<file path="config.mk">
export PLATFORM = sky130hd
export DESIGN_NAME = readout
export DESIGN_NICKNAME = d
export VERILOG_FILES = /design/src/rtl/readout.sv
export SDC_FILE = /design/constraint.sdc
export NUM_CORES = 1
export LEC_CHECK = 0
export ABC_AREA = 1
export CAP_MARGIN = 15
export CELL_PAD_IN_SITES_DETAIL_PLACEMENT = 0
export CELL_PAD_IN_SITES_GLOBAL_PLACEMENT = 1
export CORE_ASPECT_RATIO = 0.75
export CORE_UTILIZATION = 34
export DETAILED_ROUTE_END_ITERATION = 8
export PLACE_DENSITY_LB_ADDON = 0.1
export SLEW_MARGIN = 15
export SYNTH_ARGS = -nofsm -noshare
export SYNTH_HDL_FRONTEND = slang
export SYNTH_SLANG_ARGS = --single-unit
</file>
<file path="constraint.sdc">
create_clock -name i_clk -period 8.3 [get_ports i_clk]
set_clock_uncertainty 0.1 [all_clocks]
set_input_delay 1.66 -clock i_clk [delete_from_list [all_inputs] [get_ports i_clk]]
set_output_delay 1.66 -clock i_clk [all_outputs]
set_load 0.05 [all_outputs]
</file>
<file path="src/rtl/readout.sv">
// -----------------------------------------------------------------------------
// readout: per-scanline VRAM fetch sequencer for the text-mode display path.
//
// Each visible scanline walks one text row of VRAM. Every 8-clock character
// cell issues a character read (even address) and an attribute read (odd
// address). The cell phase and burst flag go to the pixel generator.
//
// Ports:
//   i_clk            system clock, rising edge
//   i_rst            synchronous reset, active-high
//   i_frame_start    1-clk pulse, rewinds the row base to 0
//   i_fetch_start    1-clk pulse, starts (or restarts) a scanline burst
//   i_v_count        scanline index within the character row (0..15)
//   o_readout_count  cell phase (0..7) to the pixel generator
//   o_active         burst in progress
//   o_vram_rd_en     VRAM read strobe
//   o_vram_rd_addr   VRAM read address
//   o_line_done      1-clk pulse after the last cell of a completed burst
// -----------------------------------------------------------------------------
module readout #(
    parameter int COLS = 80,
    parameter int ROWS = 30,
    parameter int AW   = 13
) (
    input  logic          i_clk,
    input  logic          i_rst,
    input  logic          i_frame_start,
    input  logic          i_fetch_start,
    input  logic [3:0]    i_v_count,
    output logic [2:0]    o_readout_count,
    output logic          o_active,
    output logic          o_vram_rd_en,
    output logic [AW-1:0] o_vram_rd_addr,
    output logic          o_line_done
);

    localparam int            CW          = (COLS > 1) ? $clog2(COLS) : 1;
    localparam logic [CW-1:0] LAST_COL    = CW'(COLS - 1);
    localparam logic [CW-1:0] COL_ONE     = CW'(1);
    localparam logic [AW-1:0] ROW_STEP    = AW'(2 * COLS);
    localparam logic [AW-1:0] FRAME_WORDS = AW'(ROWS * COLS * 2);

    typedef enum logic [0:0] {
        ST_IDLE  = 1'b0,
        ST_FETCH = 1'b1
    } state_t;

    state_t        r_state,    w_state_nxt;
    logic [2:0]    r_count,    w_count_nxt;
    logic [CW-1:0] r_col,      w_col_nxt;
    logic [AW-1:0] r_row_base, w_row_base_nxt;
    logic          r_rd_en,    w_rd_en_nxt;
    logic [AW-1:0] r_rd_addr,  w_rd_addr_nxt;
    logic          r_line_done, w_line_done_nxt;

    logic [AW-1:0] w_row_adv;
    logic [AW-1:0] w_row_wrapped;
    logic [AW-1:0] w_base_adv;
    logic [AW-1:0] w_col_off;
    logic          w_attr;

    // Next-state logic: burst sequencing, row-base bookkeeping and read strobes.
    always_comb begin
        w_state_nxt     = r_state;
        w_count_nxt     = r_count + 3'd1;
        w_col_nxt       = r_col;
        w_base_adv      = r_row_base;
        w_rd_en_nxt     = 1'b0;
        w_rd_addr_nxt   = r_rd_addr;
        w_line_done_nxt = 1'b0;

        w_row_adv     = r_row_base + ROW_STEP;
        w_row_wrapped = (w_row_adv == FRAME_WORDS) ? {AW{1'b0}} : w_row_adv;
        w_col_off     = AW'({r_col, 1'b0});
        w_attr        = (r_count == 3'd5);

        if (i_fetch_start) begin
            // Start or restart: realign phase, rewind the cell counter; an
            // aborted burst neither reports lineDone nor advances the row.
            w_state_nxt = ST_FETCH;
            w_count_nxt = 3'd0;
            w_col_nxt   = {CW{1'b0}};
        end else begin
            case (r_state)
                ST_IDLE: begin
                    w_state_nxt = ST_IDLE;
                end
                ST_FETCH: begin
                    if (r_count == 3'd7) begin
                        if (r_col == LAST_COL) begin
                            w_state_nxt     = ST_IDLE;
                            w_col_nxt       = {CW{1'b0}};
                            w_line_done_nxt = 1'b1;
                            if (i_v_count == 4'd15) begin
                                w_base_adv = w_row_wrapped;
                            end else begin
                                w_base_adv = r_row_base;
                            end
                        end else begin
                            w_col_nxt = r_col + COL_ONE;
                        end
                    end else begin
                        w_col_nxt = r_col;
                    end
                end
                default: begin
                    w_state_nxt = ST_IDLE;
                end
            endcase
        end

        // frameStart beats a coincident row advance.
        w_row_base_nxt = i_frame_start ? {AW{1'b0}} : w_base_adv;

        // Strobes are registered, so decode one phase early (1 -> char at
        // phase 2, 5 -> attr at phase 6). The address uses next cycle's base
        // so a mid-burst frameStart takes effect on the very next read.
        if (!i_fetch_start && (r_state == ST_FETCH) &&
            ((r_count == 3'd1) || (r_count == 3'd5))) begin
            w_rd_en_nxt   = 1'b1;
            w_rd_addr_nxt = w_row_base_nxt + w_col_off + {{(AW-1){1'b0}}, w_attr};
        end else begin
            w_rd_en_nxt   = 1'b0;
            w_rd_addr_nxt = r_rd_addr;
        end
    end

    // State and output registers with synchronous reset.
    always_ff @(posedge i_clk) begin
        if (i_rst) begin
            r_state     <= ST_IDLE;
            r_count     <= 3'd0;
            r_col       <= {CW{1'b0}};
            r_row_base  <= {AW{1'b0}};
            r_rd_en     <= 1'b0;
            r_rd_addr   <= {AW{1'b0}};
            r_line_done <= 1'b0;
        end else begin
            r_state     <= w_state_nxt;
            r_count     <= w_count_nxt;
            r_col       <= w_col_nxt;
            r_row_base  <= w_row_base_nxt;
            r_rd_en     <= w_rd_en_nxt;
            r_rd_addr   <= w_rd_addr_nxt;
            r_line_done <= w_line_done_nxt;
        end
    end

    assign o_readout_count = r_count;
    assign o_active        = (r_state == ST_FETCH);
    assign o_vram_rd_en    = r_rd_en;
    assign o_vram_rd_addr  = r_rd_addr;
    assign o_line_done     = r_line_done;

endmodule

</file>
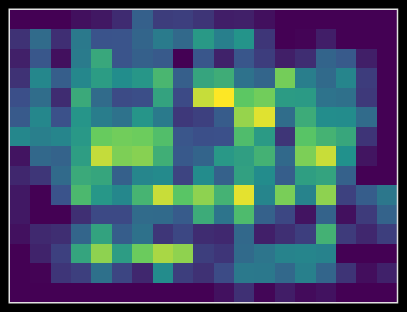
**Above:** run 1 (routed metal per tile).
Drawn at 4 px/um. The die is cut into 19 by 15 equal tiles; dark purple is low, yellow is high, scaled to the fullest tile. Values are wire area over tile area, all layers added.
nearly empty tiles = 16%
tiles over half the peak = 24%
fullest tile = 0.38

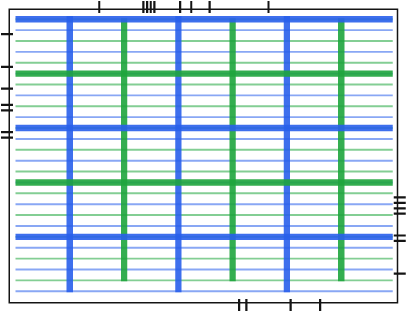
**Above:** run 1 (supply network).
Drawn at 4 px/um. Pins as bars on the die edge.
VDD -> green
VSS -> blue
met5 straps = 5
rows = 25
met4 straps = 6

==> run_results.csv, run 1 <==
group,metric,value,unit
final_timing,worstMarginPinSlew,0.562,ns
setup_path,crit_path_end_kind,"register",
power_and_ir_drop,internal_power,254,uW
setup_path,path_cells,"clkdlybuf4s50_1 -> nand4_1 -> nor2_1 -> nand2_4 -> nor4_1 -> nor2_1 -> ha_1 -> nand2_1 -> o21a_1 -> nand2_1 -> a21oi_1 -> nor2_2 -> nand3_1 -> nand2_1 -> nand3_1 -> nand2_1 -> inv_1",
synthesis,syn_inst,323,
global_routing,track_usage,17.3,%
setup_path,path_depth,17,
drt,dr.pass1.iters,4,
final_timing,clock.fmax,0.222,GHz
power_and_ir_drop,p_switching,79.7,uW
layout,clockBufferCount,6,
setup_path,crit_type,"input pin to register",
clocking,ctsLongestPathBuffers,2,
clocking,cts_made_buffers,5,
power_and_ir_drop,total_power,333,uW
clocking,clock_latency,0.29,ns
drt,vias_per_cell,4.82,
layout,layout_top_cell,"nand2_1",
drt,wl_per_cell,12.9,um
power_and_ir_drop,combPwrFrac,7.5,%
drt,routed.top_layer,"met4",
synthesis,synth_cell_types,34,
clocking,ctsHoldBuffers,0,
global_routing,grt.overflow.total,0,
synthesis,synthAoiAreaFrac,11.6,%
setup_path,r2r_slack,4.91,ns
clocking,post_cts_buffers,0,
drt,via_count,2076,
drt,drt_wl_total,5550,um
layout,buffer_area_share,9.91,%
synthesis,mux_share,0,%
global_routing,grt_use_met3,3.07,%
synthesis,synth_top_cell_by_area,"dfxtp_1",
setup_path,crit_path_max_fanout,6,
placement,hpwl,4300,um
die,tapcell.inserted,81,
layout,largest_cell_class,"logic gates",
global_routing,grt_max_degree,21,
run_status,status,"completed",
synthesis,edf_count,0,
final_timing,setup_violations,0,
drt,wl_met2,2160,um
layout,mi_logic_area,1290,um2
final_timing,setup-tns-final,0,ns
drt,wl_met3,182,um
power_and_ir_drop,power.share.clock,35.4,%
clocking,path_clk_slew,0.07,ns
setup_path,crit_path_end,"o_vram_rd_addr[11]$_SDFFE_PP0P_",
final_timing,rsz0062_at_grt,"false",
layout,area_growth,18.2,%
setup_path,reg2reg_from,"r_col[0]$_SDFFE_PP0P_",
final_timing,slew_headroom,62.4,%
global_routing,grt_pass1_vias,1950,
clocking,htreeDepth,2,
layout,seqCellArea,781,um2
drt,route.detailed.drc,0,
final_timing,finalMaxSlewViolations,0,
global_routing,antenna_found_initial,0,
setup_path,worst_path_max_delay_cell,"nor4_1",
clocking,cts_tree,"done",
setup_path,arrival,4.59,ns
flow_run,drv_cap,0,
final_timing,min_period_over_period,54.2,%
power_and_ir_drop,power.leakage,0.00117,uW
clocking,cts_resized,0,
hold_path,hold_path_class,"register to register",
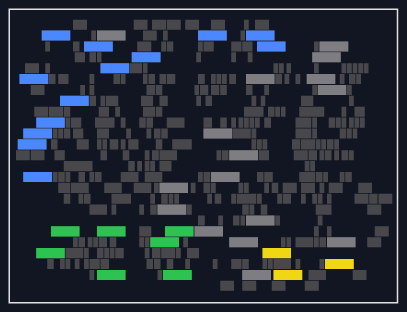
**Above:** run 1 (register map, names as in the netlist).
Drawn at 4 px/um. Other sequential cells in the stronger gray, the rest of the logic in the fainter gray.
o_readout_count -> yellow  # flops 3
o_vram_rd_addr -> blue  # flops 13
r_col -> green  # flops 7

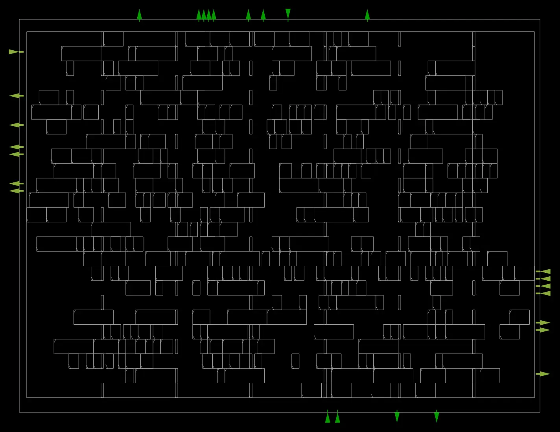
**Above:** run 1 (cell outlines without signal wires).
utilization after layout: 42.1%
registers: 39
fraction of area in registers: 28.9%
row count: 25

run 1: through the flow:
step	cells	worst slack, ns	hold WS [ns]	instance area [um2]	util, %
floorplan	323	4.36	0.349	2290	-
global placement	425	3.59	0.354	2630	41.0
detailed placement	425	3.50	0.358	2630	41.0
CTS	431	3.81	0.374	2700	42.1
global route	431	3.49	0.395	2700	42.1
finish	431	3.80	0.371	2700	42.1
run 1: registers in the layout, indices dropped and copies added, names as in the netlist:
name and count:
r_col 7, o_vram_rd_addr 13, o_line_done 1, o_vram_rd_en 1
o_active 1, o_readout_count 3, r_row_base 13
run 1: worst register-to-register path, delay by kind of cell, from the launching register on:
family / cells / cell delay, ns
adders and majority gates: 2 / 0.58
buffers and inverters: 1 / 0.03
and+or+nand+nor: 14 / 1.87
AOI/OAI and AO/OA: 2 / 0.28
DFF: 1 / 0.43
**Run 1: sizing map**

Drawn at 3 px/um.
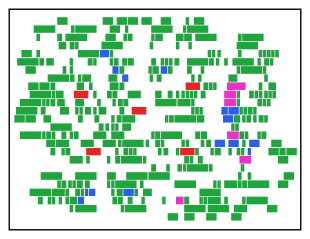

==> inputs of run 2 (changes only) <==
==> constraint.sdc (replaced) <==
create_clock -name i_clk -period 4.5 [get_ports i_clk]
set_clock_uncertainty 0.1 [all_clocks]
set_input_delay 0.9 -clock i_clk [delete_from_list [all_inputs] [get_ports i_clk]]
set_output_delay 0.9 -clock i_clk [all_outputs]
set_load 0.05 [all_outputs]
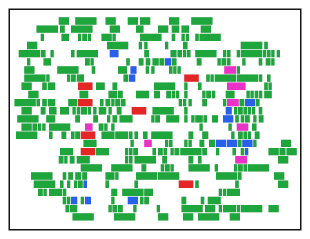
**Above:** run 2 (sizing map).
Drawn at 3 px/um.
drive 1 or less -> green  # cells 324, share 92%, most used nand2_1
drive 6 and up -> red  # cells 7, share 2.0%, most used clkbuf_8
drive 3 to 4 -> magenta  # cells 7, share 2.0%, most used nand2_4
drive 2 -> blue  # cells 15, share 4.2%

==> run 2 against run 1 <==
Register-to-register slack lost 3.8 ns. Sequential power grew 85%. Routed wire length shrank 0.67%. Setup slack worse by 3.0 ns. First-iteration DRC count fell by 35%. Synthesized area stayed put. Total power increased by 98%. Die size unchanged. Largest power group unchanged. Highest routed layer unchanged.
==> run_results.csv, run 2 <==
group,metric,value,unit
power_and_ir_drop,combPwrFrac,7.1,%
power_and_ir_drop,power.share.clock,39.8,%
final_timing,setup-tns-final,0,ns
final_timing,finalMaxSlewViolations,0,
setup_path,reg2reg_from,"r_col[0]$_SDFFE_PP0P_",
global_routing,grt_pass1_vias,1917,
die,dieHeight,73.0,um
layout,fin_area,2740,um2
global_routing,antenna_found_initial,0,
setup_path,ff2ff_path_depth,17,
placement,post-place-ws,0.510,ns
layout,seqCellArea,781,um2
layout,comb-cell-share,47.2,%
layout,nNetsFinal,374,
clocking,ctsHoldBuffers,0,
clocking,htreeDepth,2,
drt,dr.pass1.iters,4,
synthesis,synth_cell_types,34,
global_routing,grt_max_degree,16,
run_status,status,"completed",
global_routing,grt.overflow.total,0,
power_and_ir_drop,power.leakage,0.00118,uW
final_timing,fin_crit,3.71,ns
drt,wl_met3,139,um
synthesis,synth_top_cell_by_area,"dfxtp_1",
setup_path,crit_path_max_fanout,6,
flow_run,drv_cap,0,
final_timing,slew_headroom,66.3,%
final_timing,min_period_over_period,82.4,%
setup_path,crit_type,"input pin to register",
setup_path,path_cells,"clkdlybuf4s50_1 -> nand4_1 -> nor2_1 -> nand2_4 -> nor4_1 -> nor2_1 -> ha_1 -> a21oi_1 -> o21a_1 -> nand2_1 -> a21oi_1 -> nor2_2 -> a21oi_1 -> nand2_1 -> a21oi_2",
layout,mi_logic_area,1290,um2
layout,layout_top_cell,"nand2_1",
synthesis,mux_share,0,%
setup_path,slowest_delay,0.46,ns
synthesis,syn_inst,323,
setup_path,crit_buf_inv,1,
final_timing,clock.fmax,0.270,GHz
clocking,cts_resized,0,
placement,dpl_cell_area,2640,um2
drt,wl_met2,2180,um
layout,largest_cell_class,"logic gates",
clocking,post_cts_buffers,0,
final_timing,setup_slack,0.794,ns
final_timing,rsz0062_at_grt,"false",
die,tapcell.inserted,81,
setup_path,path_depth,15,
layout,seq_share,28.5,%
flow_run,warning_count,27,
layout,area_growth,19.7,%
global_routing,grt_use_met3,3.07,%
clocking,ctsLongestPathBuffers,2,
placement,dp.cells,426,
drt,routed.top_layer,"met4",
setup_path,crit_path_end,"o_vram_rd_addr[9]$_SDFFE_PP0P_",
synthesis,edf_count,0,
synthesis,synth_flops,39,
layout,stdcell_count,434,
layout,nFlopsAndLatches,39,
setup_path,crit_path_end_kind,"register",
placement,hpwl,4310,um
setup_path,arrival,3.84,ns
hold_path,hold_path_class,"register to register",
setup_path,worst_path_max_delay_cell,"clkdlybuf4s50_1",
clocking,path_clk_slew,0.08,ns
drt,vias_per_cell,4.61,
synthesis,synthAoiAreaFrac,11.6,%
power_and_ir_drop,internal_power,505,uW
clocking,cts_made_buffers,5,
power_and_ir_drop,p_switching,155,uW
layout,buffer_area_share,10.1,%
clocking,clock_latency,0.29,ns
synthesis,ys_warn_count,0,
final_timing,setup_violations,0,
synthesis,top_cell_area_share,34.1,%
drt,route.detailed.drc,0,
final_timing,worstMarginPinSlew,0.504,ns
synthesis,fp_nets,345,
layout,clockBufferCount,8,
clocking,cts_tree,"done",
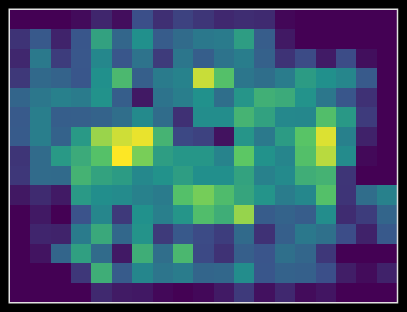
**Above:** run 2 (routed metal per tile).
Drawn at 4 px/um. The die is cut into 19 by 15 equal tiles; dark purple is low, yellow is high, scaled to the fullest tile. Values are wire area over tile area, all layers added.
nearly empty tiles = 14%
densest ninth of the die = center
mean over tiles = 0.12
tiles over half the peak = 22%
fullest tile = 0.37
WL final: 5520 um
vias: 2001
GRT Total Usage: 17.1%
drt wl/cell: 12.7 um

run 2: netlist changes by cell type in the layout (fill, tap and decap cells not counted), sizes merged:
cell    delta
buf        +1
clkbuf     +2
run 2: worst reg2reg max path, stage by stage, from the launching register on:
cell and delay, ns:
dfxtp_1 0.44, ha_1 0.22, nand2_2 0.07, nor2_2 0.10, nand3_2 0.15, nor2_4 0.21, nand2_4 0.11, nor4_1 0.45
nor2_1 0.09, ha_1 0.34, a21oi_1 0.17, o21a_1 0.13, nand2_1 0.08, a21oi_1 0.21, nor2_2 0.08, a21oi_1 0.15
nand2_1 0.09, a21oi_2 0.11
run 2: stage by stage:
stage	utilization (%)	hold slack [ns]	power, uW
detailed placement	41.1	0.356	406
finish	42.7	0.370	660
CTS	42.7	0.374	672
global route	42.7	0.402	690
global placement	41.1	0.356	406
floorplan	-	0.349	387
Power is estimated from default activity; no workload was simulated.
